### Metal 1, run 1

Drawn at 4 px/um. Supply wires on this layer in grey. Cells faint in the background.
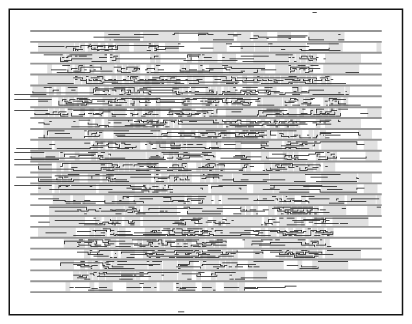
### Cells coloured by class, run 1

Drawn at 4 px/um.
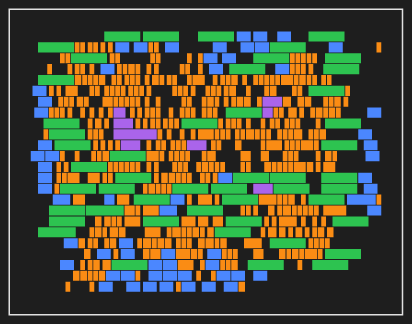
### Placement view, run 1

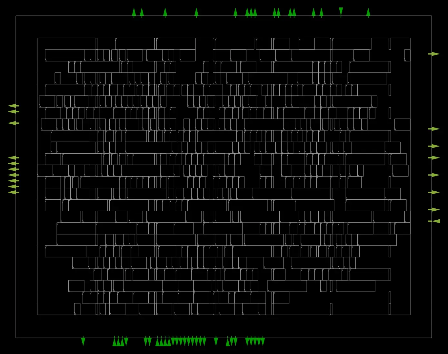
### Local utilization, run 1

Drawn at 4 px/um. The die is cut into 10 by 8 equal tiles; dark blue is low, red is high, 0 to 100% covered.
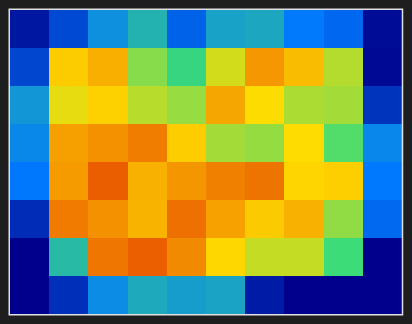
==> config.mk <==
export PLATFORM = sky130hd
export DESIGN_NAME = multicycle_control
export DESIGN_NICKNAME = d
export VERILOG_FILES = /design/src/rtl/multicycle_control.sv
export SDC_FILE = /design/constraint.sdc
export NUM_CORES = 1
export LEC_CHECK = 0
export ABC_AREA = 1
export ABC_CLOCK_PERIOD_IN_PS = 2700
export CAP_MARGIN = 10
export CORE_ASPECT_RATIO = 0.75
export CORE_MARGIN = 5
export CORE_UTILIZATION = 55
export DETAILED_ROUTE_END_ITERATION = 12
export PLACE_DENSITY = 0.88
export SETUP_SLACK_MARGIN = 0.2
export SKIP_CTS_REPAIR_TIMING = 1
export SKIP_LAST_GASP = 1
export SLEW_MARGIN = 20
export SYNTH_ARGS = -nofsm -noshare
export SYNTH_HDL_FRONTEND = slang
export SYNTH_SLANG_ARGS = --single-unit
==> constraint.sdc <==
create_clock -name clk -period 2.7 [get_ports clk]
set_input_delay 0.405 -clock clk [delete_from_list [all_inputs] [get_ports clk]]
set_output_delay 0.405 -clock clk [all_outputs]
set_load 0.02 [all_outputs]
==> notes.md, run 1 <==
Implementation results.

Each instance of the synthesized netlist takes up on average 6.636 um2. The worst path needs 2.476 ns of the cycle, external delays included. The number of signal-net buffers in the layout is 62. The root buffer cell is clkbuf_8.

The flow ran to the end, and the final reports show no timing, DRC or antenna violations. Summed over the clock group, the power is 0.535 mW. Counting only logic cells after layout, the most numerous master is nand2_1. The pin count of the biggest net entering global routing is 50. Setup repair after global routing could not meet its margin everywhere.

In the detailed route, the total length drawn on met2 is 3.720 mm. The number of placed instances with taps included is 611. After detailed routing, the number of remaining DRC violations is 0. Looking at the VDD voltage map, the peak drop is 0.0003539 V. The flip-flop and latch power is 0.926 mW.

The total standard cell area after synthesis is 3192 um2. STA classifies the critical path endpoint as an output pin. The fraction of met3 tracks used by global routing is 3.385%. The largest fanout on the critical path is 7. The synthesized netlist contains 32 unique library cells. STA classifies the critical path startpoint as a flip-flop. TritonCTS built the clock tree. Detailed placement finished with a half-perimeter wire length of 6.164 mm. Counting along the longest clock path gives a buffer depth of 2. During synthesis, Yosys emitted a total of 0 warnings.

The net switching power in the latest report is 0.9198 mW. The simple-gate share of the synthesized area is 41.87%. Per the CTS log, the maximum H-tree level is 2.

The commonest cells after synthesis are nand2_1, nor2_1, inv_1. The arithmetic-cell share of the synthesized area counting full adders, half adders and majority gates is 1.176%. The number of DRC markers in iteration 0 is 287. The number of instances in the synthesized netlist is 481. The count of nets left with antenna violations once routing finished came out at 0. Per the final layout report, the fraction of cells sized above drive strength 1 comes to 6.100%. By area, combinational gates come first.

Measured on the final layout, the clock distribution area share stands at 2.913%. On the worst setup and hold paths after CTS, the clock-pin slew comes to 0.09 ns. The die covers 7443 um2. The setup skew after layout is 0.002915 ns. The required time reported for the critical path endpoint is 2.30 ns. The final-report setup violation count is 0. In the final timing run, aggregate negative setup slack is 0 ns.

The clock buffer instance count of the final layout is 5.
About 'Metal 1':
wire length on this layer: 3810 um
longest straight run: 43.2 um
share of all routed wire: 47%
main direction: horizontal
count of vias placed by the detailed router: 3162
GR met1 Demand/Resource: 32.00%

About 'Cells coloured by class':
[blue] remaining buffers and delay cells | cells: 62 | share of their area: 16%
[orange] remaining logic cells | cells: 422 | share of their area: 49%
[purple] clock drivers and dummy loads | cells: 8 | share of their area: 3.0%
[green] registers | cells: 49 | share of their area: 32%
post-layout instance area: 3951 um2
register fraction of the total cell area: 31.10%
site row count: 24
Util after Layout: 68.89%

About 'Placement view':
final standard cell count with taps included and fillers excluded: 619
Filler Cell Count: 473
sequential cell count of the final layout: 49

About 'Local utilization':
fullest tile: 89%
emptiest ninth of the die: south-east
tiles over 75% full: 36%
mean over tiles: 52%
area of the core region: 5736 um2
effective utilization at floorplan: 55.65%

--- run 2 (diff from run 1) ---
--- a/config.mk
+++ b/config.mk
@@ -5,14 +5,13 @@
 export SDC_FILE = /design/constraint.sdc
 export NUM_CORES = 1
 export LEC_CHECK = 0
-export ABC_AREA = 1
 export ABC_CLOCK_PERIOD_IN_PS = 2700
 export CAP_MARGIN = 10
 export CORE_ASPECT_RATIO = 0.75
 export CORE_MARGIN = 5
-export CORE_UTILIZATION = 55
+export CORE_UTILIZATION = 54
 export DETAILED_ROUTE_END_ITERATION = 12
-export PLACE_DENSITY = 0.88
+export PLACE_DENSITY = 0.9
 export SETUP_SLACK_MARGIN = 0.2
 export SKIP_CTS_REPAIR_TIMING = 1
 export SKIP_LAST_GASP = 1
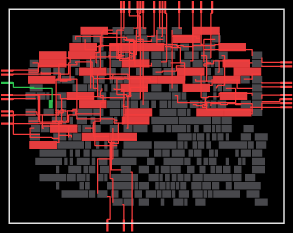
*Port wiring, run 2*
Drawn at 3 px/um.
[red] `instret` | direction: output | edge: 14 north, 8 east, 7 west, 3 south | end cells: 32 | buffers: 32 | wire: 1450 um
[green] `instr_done` | direction: output | edge: west | end cells: 1 | buffers: 1 | wire: 21.1 um
count of port buffers added during placement: 60
top-level I/O count: 63

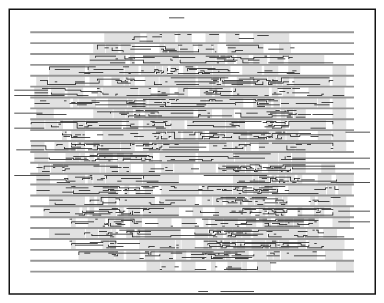
*Metal 1, run 2*
Drawn at 4 px/um. Supply wires on this layer in grey. Cells faint in the background.
main direction: horizontal
longest straight run: 22.1 um
total wire length after detailed routing: 5.936 mm
GR met1 Demand/Resource: 27.61%

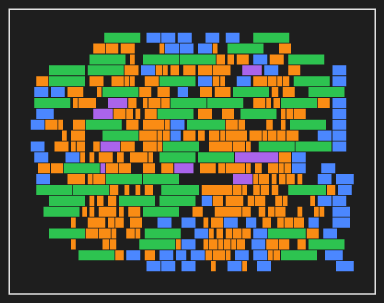
*Cells coloured by class, run 2*
Drawn at 4 px/um.
[purple] clock drivers and dummy loads | cells: 8 | share of their area: 3.4%
[blue] remaining buffers and delay cells | cells: 66 | share of their area: 20%
[green] registers | cells: 49 | share of their area: 36%
[orange] remaining logic cells | cells: 202 | share of their area: 41%
Util after Layout: 71.28%
area of the core region: 4845 um2

==> run 2 against run 1 <==
Compared with the run above: critical path depth unchanged; fmax increased by 4.6%; die area decreased by 13%; combinational power decreased by 11%; critical path type unchanged; largest power group unchanged.
==> notes.md, run 2 <==
Implementation results.

The endpoint class of the critical path is an output pin. The design area is 3453 um2 (-13%). The count of flip-flops and latches came to 49 (unchanged). The fraction of the core area occupied by cells at floorplan is 55.01% (-0.64 points).

The worst setup path is launched from a flip-flop. The pin count of the biggest net entering global routing is 50 (unchanged). The number of H-tree levels is 2 (unchanged). The number of placed instances with taps included is 376 (-38%). The proportion of layout cells with a drive suffix above 1 is 14.46% (+8.4 points). The simple-gate share of the synthesized area was 27.93% (-14 points). The number of warning messages in the yosys log is 0 (unchanged). The root buffer cell is clkbuf_8.

The flow ran to the end, and the final reports show no timing, DRC or antenna violations. The clock edge transition at the registers on the reported setup and hold paths is 0.08 ns (about the same). The post-DP HPWL is 4.352 mm (-29%). The residual DRC count was 0 (unchanged). The number of DRC markers in iteration 0 is 113 (-61%). The number of rows created at floorplan was 22 (-8.3%). The residual antenna-violating net count after detailed routing is 0 (unchanged).

The total standard cell area after synthesis is 2665 um2 (-17%). The total net switching power is 0.8182 mW (-11%). The number of instances in the synthesized netlist was 261 (-46%).
Power and IR drop assume default switching activity.
